===== config.mk =====
export PLATFORM = sky130hd
export DESIGN_NAME = k_sort
export DESIGN_NICKNAME = d
export VERILOG_FILES = /design/src/rtl/k_sort.sv
export SDC_FILE = /design/constraint.sdc
export NUM_CORES = 1
export LEC_CHECK = 0
export ABC_AREA = 0
export CORE_MARGIN = 3
export CORE_UTILIZATION = 42
export DETAILED_ROUTE_END_ITERATION = 8
export GPL_ROUTABILITY_DRIVEN = 0
export PLACE_DENSITY = 0.55
export SLEW_MARGIN = 20
export SYNTH_ARGS = -nofsm -noshare
export SYNTH_HDL_FRONTEND = slang
export SYNTH_SLANG_ARGS = --single-unit

===== constraint.sdc =====
create_clock -name clk -period 4.5 [get_ports clk]
set_input_delay 0.9 -clock clk [delete_from_list [all_inputs] [get_ports clk]]
set_output_delay 0.9 -clock clk [all_outputs]
set_load 0.03 [all_outputs]

===== src/rtl/k_sort.sv =====
// ============================================================================
// k_sort -- streaming top-K selector
//
// Purpose:
//   Takes N (distance, type) samples for each query and keeps the K nearest
//   in a distance-ascending list. Each accepted sample is inserted in a single
//   cycle, with all K slots updated in parallel. When the N-th sample has been
//   inserted, the K types are copied to the outputs and valid_sort pulses for
//   one cycle. The outputs then hold until the next publish or reset, because
//   the downstream vote takes several cycles to read them.
//
// Parameters:
//   N       samples per query (N >= K)
//   W       distance width, unsigned
//   K       neighbours kept (K >= 1)
//   TYPE_W  class/type label width
//
// Ports:
//   clk                        in   clock
//   rst                        in   synchronous active-high reset
//   start                      in   begin a new query (taken only in IDLE)
//   in_valid                   in   sample present
//   in_ready                   out  high in LOAD; accept = in_valid & in_ready
//   in_distance   [W-1:0]      in   sample distance
//   in_type       [TYPE_W-1:0] in   sample type label
//   k_nearest_neighbours_type  out  [0:K-1] types, index 0 = nearest
//   k_nearest_neighbours_dist  out  [0:K-1] distances (only with the macro)
//   valid_sort                 out  one-cycle pulse when the list is published
//   busy                       out  high in LOAD and DONE
//
// Configuration:
//   K_SORT_DIST_OUT_EN  when defined, adds k_nearest_neighbours_dist. It is
//                       published and held together with the types.
// ============================================================================
module k_sort #(
    parameter int N      = 64,
    parameter int W      = 16,
    parameter int K      = 5,
    parameter int TYPE_W = 2
) (
    input  logic              clk,
    input  logic              rst,
    input  logic              start,
    input  logic              in_valid,
    output logic              in_ready,
    input  logic [W-1:0]      in_distance,
    input  logic [TYPE_W-1:0] in_type,
    output logic [TYPE_W-1:0] k_nearest_neighbours_type [0:K-1],
`ifdef K_SORT_DIST_OUT_EN
    output logic [W-1:0]      k_nearest_neighbours_dist [0:K-1],
`endif
    output logic              valid_sort,
    output logic              busy
);

    localparam int CW = $clog2(N + 1);

    localparam logic [1:0] IDLE = 2'd0;
    localparam logic [1:0] LOAD = 2'd1;
    localparam logic [1:0] DONE = 2'd2;

    logic [1:0]        r_state;
    logic [CW-1:0]     r_count;
    logic [K-1:0]      r_slotValid;
    logic [W-1:0]      r_dist    [0:K-1];
    logic [TYPE_W-1:0] r_type    [0:K-1];
    logic [TYPE_W-1:0] r_outType [0:K-1];
`ifdef K_SORT_DIST_OUT_EN
    logic [W-1:0]      r_outDist [0:K-1];
`endif
    logic              r_validSort;

    logic              w_accept;
    logic [K-1:0]      w_less;
    logic [K-1:0]      w_ins;
    logic [K-1:0]      w_shift;

    assign in_ready   = (r_state == LOAD);
    assign busy       = (r_state == LOAD) || (r_state == DONE);
    assign w_accept   = in_valid && in_ready;
    assign valid_sort = r_validSort;
    assign k_nearest_neighbours_type = r_outType;
`ifdef K_SORT_DIST_OUT_EN
    assign k_nearest_neighbours_dist = r_outDist;
`endif

    // The insertion point is the first slot that is either empty or holds a
    // strictly larger distance. Using a strict compare lets an earlier sample
    // with an equal distance keep the nearer rank. Emptiness comes only from
    // r_slotValid, so an all-ones distance is still a real value. Every slot
    // after the insertion point shifts down by one.
    always_comb begin
        logic seen;
        seen    = 1'b0;
        w_less  = '0;
        w_ins   = '0;
        w_shift = '0;
        for (int i = 0; i < K; i++) begin
            w_less[i]  = !r_slotValid[i] || (in_distance < r_dist[i]);
            w_ins[i]   = w_less[i] && !seen;
            w_shift[i] = seen;
            seen       = seen || w_less[i];
        end
    end

    // Control path: sequencing through IDLE -> LOAD -> DONE, counting accepts,
    // and publishing. start is honoured only in IDLE. It clears slot validity
    // and the counter, but leaves the published outputs untouched.
    always_ff @(posedge clk) begin
        if (rst) begin
            r_state     <= IDLE;
            r_count     <= '0;
            r_validSort <= 1'b0;
            for (int i = 0; i < K; i++) begin
                r_outType[i] <= '0;
`ifdef K_SORT_DIST_OUT_EN
                r_outDist[i] <= '0;
`endif
            end
        end else begin
            r_validSort <= 1'b0;
            case (r_state)
                IDLE: begin
                    if (start) begin
                        r_count <= '0;
                        r_state <= LOAD;
                    end
                end
                LOAD: begin
                    if (w_accept) begin
                        r_count <= r_count + 1'b1;
                        if (r_count == CW'(N - 1)) begin
                            r_state <= DONE;
                        end
                    end
                end
                DONE: begin
                    for (int i = 0; i < K; i++) begin
                        r_outType[i] <= r_type[i];
`ifdef K_SORT_DIST_OUT_EN
                        r_outDist[i] <= r_dist[i];
`endif
                    end
                    r_validSort <= 1'b1;
                    r_state     <= IDLE;
                end
                default: r_state <= IDLE;
            endcase
        end
    end

    // Slot storage: on each accept, slot K-1 falls off the end and the sample
    // is written at the insertion point. A sample that is not nearer than a
    // full list leaves every slot as it was.
    always_ff @(posedge clk) begin
        if (rst) begin
            r_slotValid <= '0;
            for (int i = 0; i < K; i++) begin
                r_dist[i] <= '0;
                r_type[i] <= '0;
            end
        end else if ((r_state == IDLE) && start) begin
            r_slotValid <= '0;
        end else if (w_accept) begin
            for (int i = 1; i < K; i++) begin
                if (w_shift[i]) begin
                    r_dist[i]      <= r_dist[i-1];
                    r_type[i]      <= r_type[i-1];
                    r_slotValid[i] <= r_slotValid[i-1];
                end
            end
            for (int i = 0; i < K; i++) begin
                if (w_ins[i]) begin
                    r_dist[i]      <= in_distance;
                    r_type[i]      <= in_type;
                    r_slotValid[i] <= 1'b1;
                end
            end
        end
    end

endmodule


**The metal 4 layer**

Scale: 4 px per µm. Supply wires on this layer in grey. Cells faint in the background.
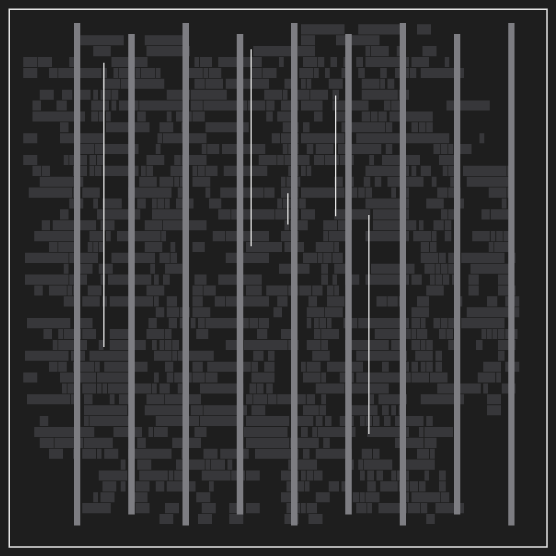
longest straight run = 70.7 µm
nets with wire on the layer = 3
share of all routed wire = 1.4%
wire length on this layer = 212 µm
post-detailed-routing wire length: 15340 µm
via count: 5022

**Metal layers overlaid**

Scale: 4 px per µm.
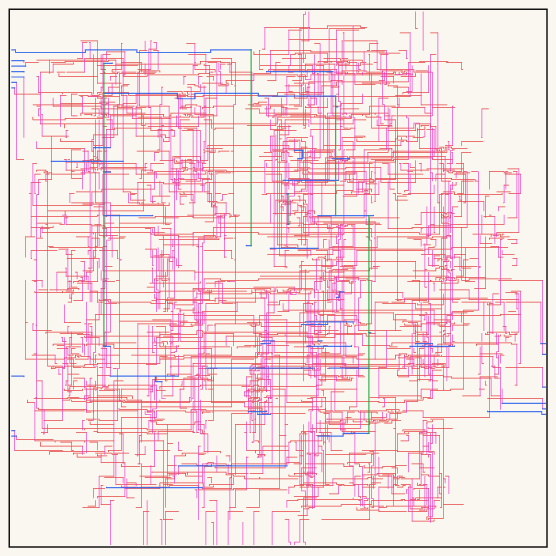
blue -> met3  # wire length 462 µm
red -> met1  # wire length 7890 µm
green -> met4  # wire length 212 µm
magenta -> met2  # wire length 6780 µm

**Where the registers sit**

Scale: 4 px per µm. Other sequential cells in the stronger grey, the rest of the logic in the fainter grey.
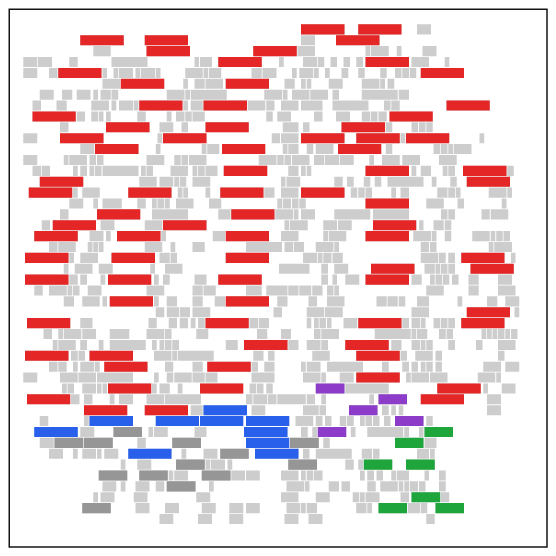
blue -> `r_type`  # flops 10
purple -> `r_slotValid`  # flops 5
green -> `r_count`  # flops 7, where lower right
red -> `r_dist`  # flops 80

==> results.rst <==
Synthesis and place-and-route
=============================

.. list-table::
   :header-rows: 1

   * - Metric
     - Value
   * - Final worst path period need
     - 3.863 ns
   * - Peak ir drop on the vdd network
     - 235.4 µV
   * - Worst-case setup margin in the final layout
     - 0.6368 ns
   * - Number of cell rows
     - 46
   * - EDFF count, synth
     - 90
   * - Area used by sequential logic in the layout
     - 0.003203 mm²
   * - Post-synthesis area per instance
     - 10.43 µm²
   * - Filler cell count
     - 1449
   * - Multi-input gate area
     - 0.003243 mm²
   * - Async S/R FF share, synth
     - 0
   * - Buffer count from post-CTS setup fixing
     - 0
   * - Clock Tree Buf Depth
     - 2
   * - FMAX
     - 0.2589 GHz
   * - Area of the mapped netlist
     - 0.006887 mm²
   * - Critical path data arrival time
     - 4.02 ns
   * - Root buffer selected by CTS
     - sky130_fd_sc_hd__clkbuf_16
   * - All-Layer GR Usage
     - 0.1834
   * - Most common cell after layout, fill and taps aside
     - sky130_fd_sc_hd__edfxtp_1
   * - Total number of warnings across the stage logs
     - 29
   * - Final number of setup-violating endpoints
     - 0
   * - DP Wirelength
     - 11550 µm
   * - Top FF cell, synth
     - sky130_fd_sc_hd__edfxtp_1
   * - Data required, critical path
     - 4.66 ns
   * - Floorplan-stage core utilization
     - 0.4320
   * - Worst Setup Slack post-DPL
     - 0.2214 ns
   * - CP Class
     - in -> reg
   * - Start point of the worst hold path
     - r_count[1]
   * - Finished Core Util
     - 0.5103
   * - RSZ-0062 raised after global routing
     - no
   * - Portion of the post-synthesis area used by sequential elements
     - 0.4651
   * - Net count entering floorplan
     - 762
   * - Chain of cells forming the critical path
     - clkdlybuf4s50_1 -> buf_4 -> ha_1 -> nand2_1 -> nor3_1 -> a21oi_1 -> o31ai_1 -> o2111ai_2 -> o2111a_1 -> a22o_1
   * - Worst r2r src
     - r_dist[3][9]
   * - Biggest area consumer among synthesized cells
     - sky130_fd_sc_hd__edfxtp_1
   * - Instance tally after logic synthesis
     - 660
   * - DRC violation count after routing
     - 0
   * - X dimension of the die
     - 134.1 µm
   * - Maximum cell stage delay along the critical path
     - 0.56 ns
   * - Via count of the first global-routing pass
     - 4972
   * - Critical Path End Type
     - flip-flop
   * - Clock tree from TritonCTS
     - yes
   * - Top cell area share
     - 0.3924
   * - Hold-critical path endpoint
     - r_count[1]
   * - Slew at the pin with the worst max-slew slack
     - 0.8909 ns
   * - Total power draw
     - 2.826 mW
   * - Number of cells in the finished layout apart from fillers
     - 941
   * - Register-to-register setup slack
     - 1.41 ns
   * - Residual overflow from global routing
     - 0
   * - First-pass GRT wire length
     - 26040 µm
   * - Top-Level Pins
     - 35
   * - Total core area
     - 0.01594 mm²
   * - Worst-case reg-to-reg path depth
     - 8
   * - Total of hold buffers inserted after clock tree synthesis
     - 0
   * - Smallest hold slack
     - 0.4923 ns
   * - Total placed instance area
     - 0.007572 mm²
   * - Vert. Die Dim
     - 134.1 µm
   * - Clock Skews
     - 0.01040 ns
   * - Post-synth regs
     - 115
   * - Chip footprint
     - 0.01797 mm²
   * - WL per Instance
     - 16.30 µm
   * - Relative slew slack
     - 0.4061
   * - Number of cells in the design after placement
     - 909
   * - PostCTS Resize Cnt
     - 0
   * - Proportion of layout cells with a drive suffix above 1
     - 0.09517
   * - CP max FO
     - 18
   * - Count of H-tree levels built during CTS
     - 4
   * - Critical Path Slowest Stage Cell
     - sky130_fd_sc_hd__o2111a_1
   * - Cell total in the yosys stat output
     - 660
   * - Number of antenna cells inserted
     - 0
   * - Number of max-capacitance violations reported
     - 0
   * - Worst hold-check path type
     - reg -> reg
   * - Initial antenna violation count
     - 0
   * - Drt pass-1 iters
     - 4
   * - Detailed-route vias per instance
     - 5.337
   * - Area added between synthesis and finish
     - 18.13%
   * - Max Slew Vio Count
     - 0
   * - Total number of clock tree sinks
     - 115
   * - Count of distinct cell types in the synthesized netlist
     - 52
   * - Leak Pwr
     - 3.128 nW
   * - Ratio of final minimum period to clock period
     - 0.8585
   * - Number of DRC markers after the initial detailed-route iteration
     - 321
   * - Warnings from Yosys
     - 0
   * - Summed negative setup slack over all endpoints
     - 0 ns
   * - Dominant cells by area after synthesis
     - sky130_fd_sc_hd__edfxtp_1, sky130_fd_sc_hd__ha_1, sky130_fd_sc_hd__dfxtp_1
   * - Final nets
     - 814
   * - Result of the run
     - finished clean
   * - Yosys stat area
     - 0.006887 mm²
   * - Pin count of the biggest net entering global routing
     - 49
   * - Number of buffers created by CTS
     - 17
   * - Port buffer count
     - 34
   * - Hold path cells
     - 2
   * - Top logic cells by instance count in the layout
     - sky130_fd_sc_hd__edfxtp_1, sky130_fd_sc_hd__inv_1, sky130_fd_sc_hd__ha_1, sky130_fd_sc_hd__nand3_1, sky130_fd_sc_hd__nor2_1
   * - Post-route cell area
     - 0.008135 mm²
   * - Total count of hold-check failures in the final report
     - 0
   * - Clock network latency to the later pin of the worst-skew pair
     - 0.42 ns
   * - Remaining number of nets flagged by the antenna check after routing
     - 0
   * - Startpoint types
     - input pin
   * - Worst reg2reg endpoint
     - r_dist[2][10]
   * - Clock-pin transition on the worst setup and hold timing paths
     - 0.05 ns
   * - Total power per unit cell area
     - 347.4 mW/mm²
per-layer routing:
layer	track usage	part of all wire	up-vias
li1	-	-	2509
met1	0.2654	0.51	2418
met2	0.2777	0.44	79
met3	0.03601	0.030	16
met4	0.05995	0.014	0
met5	0	0	-
cell usage after synthesis (all sizes together), types with 3 or more instances:
master,number
nand4,10
ha,80
and2,20
a31oi,3
a21oi,40
nand2,28
dfxtp,25
buf,18
nand2b,5
a211oi,3
or2,4
a21o,4
or3,4
a22o,18
a2111oi,3
o21ai,40
a32o,18
nor2b,5
inv,80
o21a,7
nand3,47
nor2,43
nor3,4
mux2i,29
edfxtp,90
clkbuf,10
cells by family after synthesis:
logic type | after synthesis | share of synthesized area
AND-OR/OR-AND | 149 | 0.1517
XOR/XNOR | 3 | 0.003816
adder cells (fa/ha/maj) | 80 | 0.1453
buffers and inverters | 108 | 0.06577
flip-flops | 115 | 0.4651
multiplexers | 29 | 0.04215
AND/OR/NAND/NOR | 176 | 0.1261
registers in the layout (all words and copies together) (netlist names):
name and count:
r_state 2, k_nearest_neighbours_type 10, r_dist 80, r_slotValid 5
valid_sort 1, r_count 7, r_type 10
worst max-delay path: cells and delay by family:
family | cells | cell delay (ns)
compound gates | 5 | 1.75
fa+ha+maj | 1 | 0.29
buf+inv | 2 | 0.77
simple gates | 2 | 0.31
area by class of cell:
cell class,instances,area share
Inverter,80,0.03691
Multi-Input combinational cell,437,0.3986
Clock inverter,10,0.009536
Tap cell,216,0.03322
Sequential cell,115,0.3937
Clock buffer,22,0.05967
Timing Repair Buffer,61,0.06829
where the power goes:
group | switching [mW] | total [mW] | leakage, nW | internal (mW)
clock network | 0.464 | 1.28 | 0.287 | 0.813
registers | 0.0262 | 1.22 | 1.13 | 1.20
logic | 0.193 | 0.326 | 1.71 | 0.132
total | 0.683 | 2.83 | 3.13 | 2.14
how the worst max path moves through the flow:
| stage | cells past startpoint | end | startpoint |
|---|---|---|---|
| after floorplan | 9 | r_dist[4][0] | in_distance[10] |
| after global placement | 11 | r_dist[3][12] | in_distance[7] |
| after detailed placement | 10 | r_dist[2][10] | in_distance[7] |
| after CTS | 10 | r_dist[2][10] | in_distance[7] |
| after global routing | 10 | r_dist[2][10] | in_distance[7] |
| final | 10 | r_dist[2][10] | in_distance[7] |
No activity file was given, so power comes from the tool's default toggle rates.
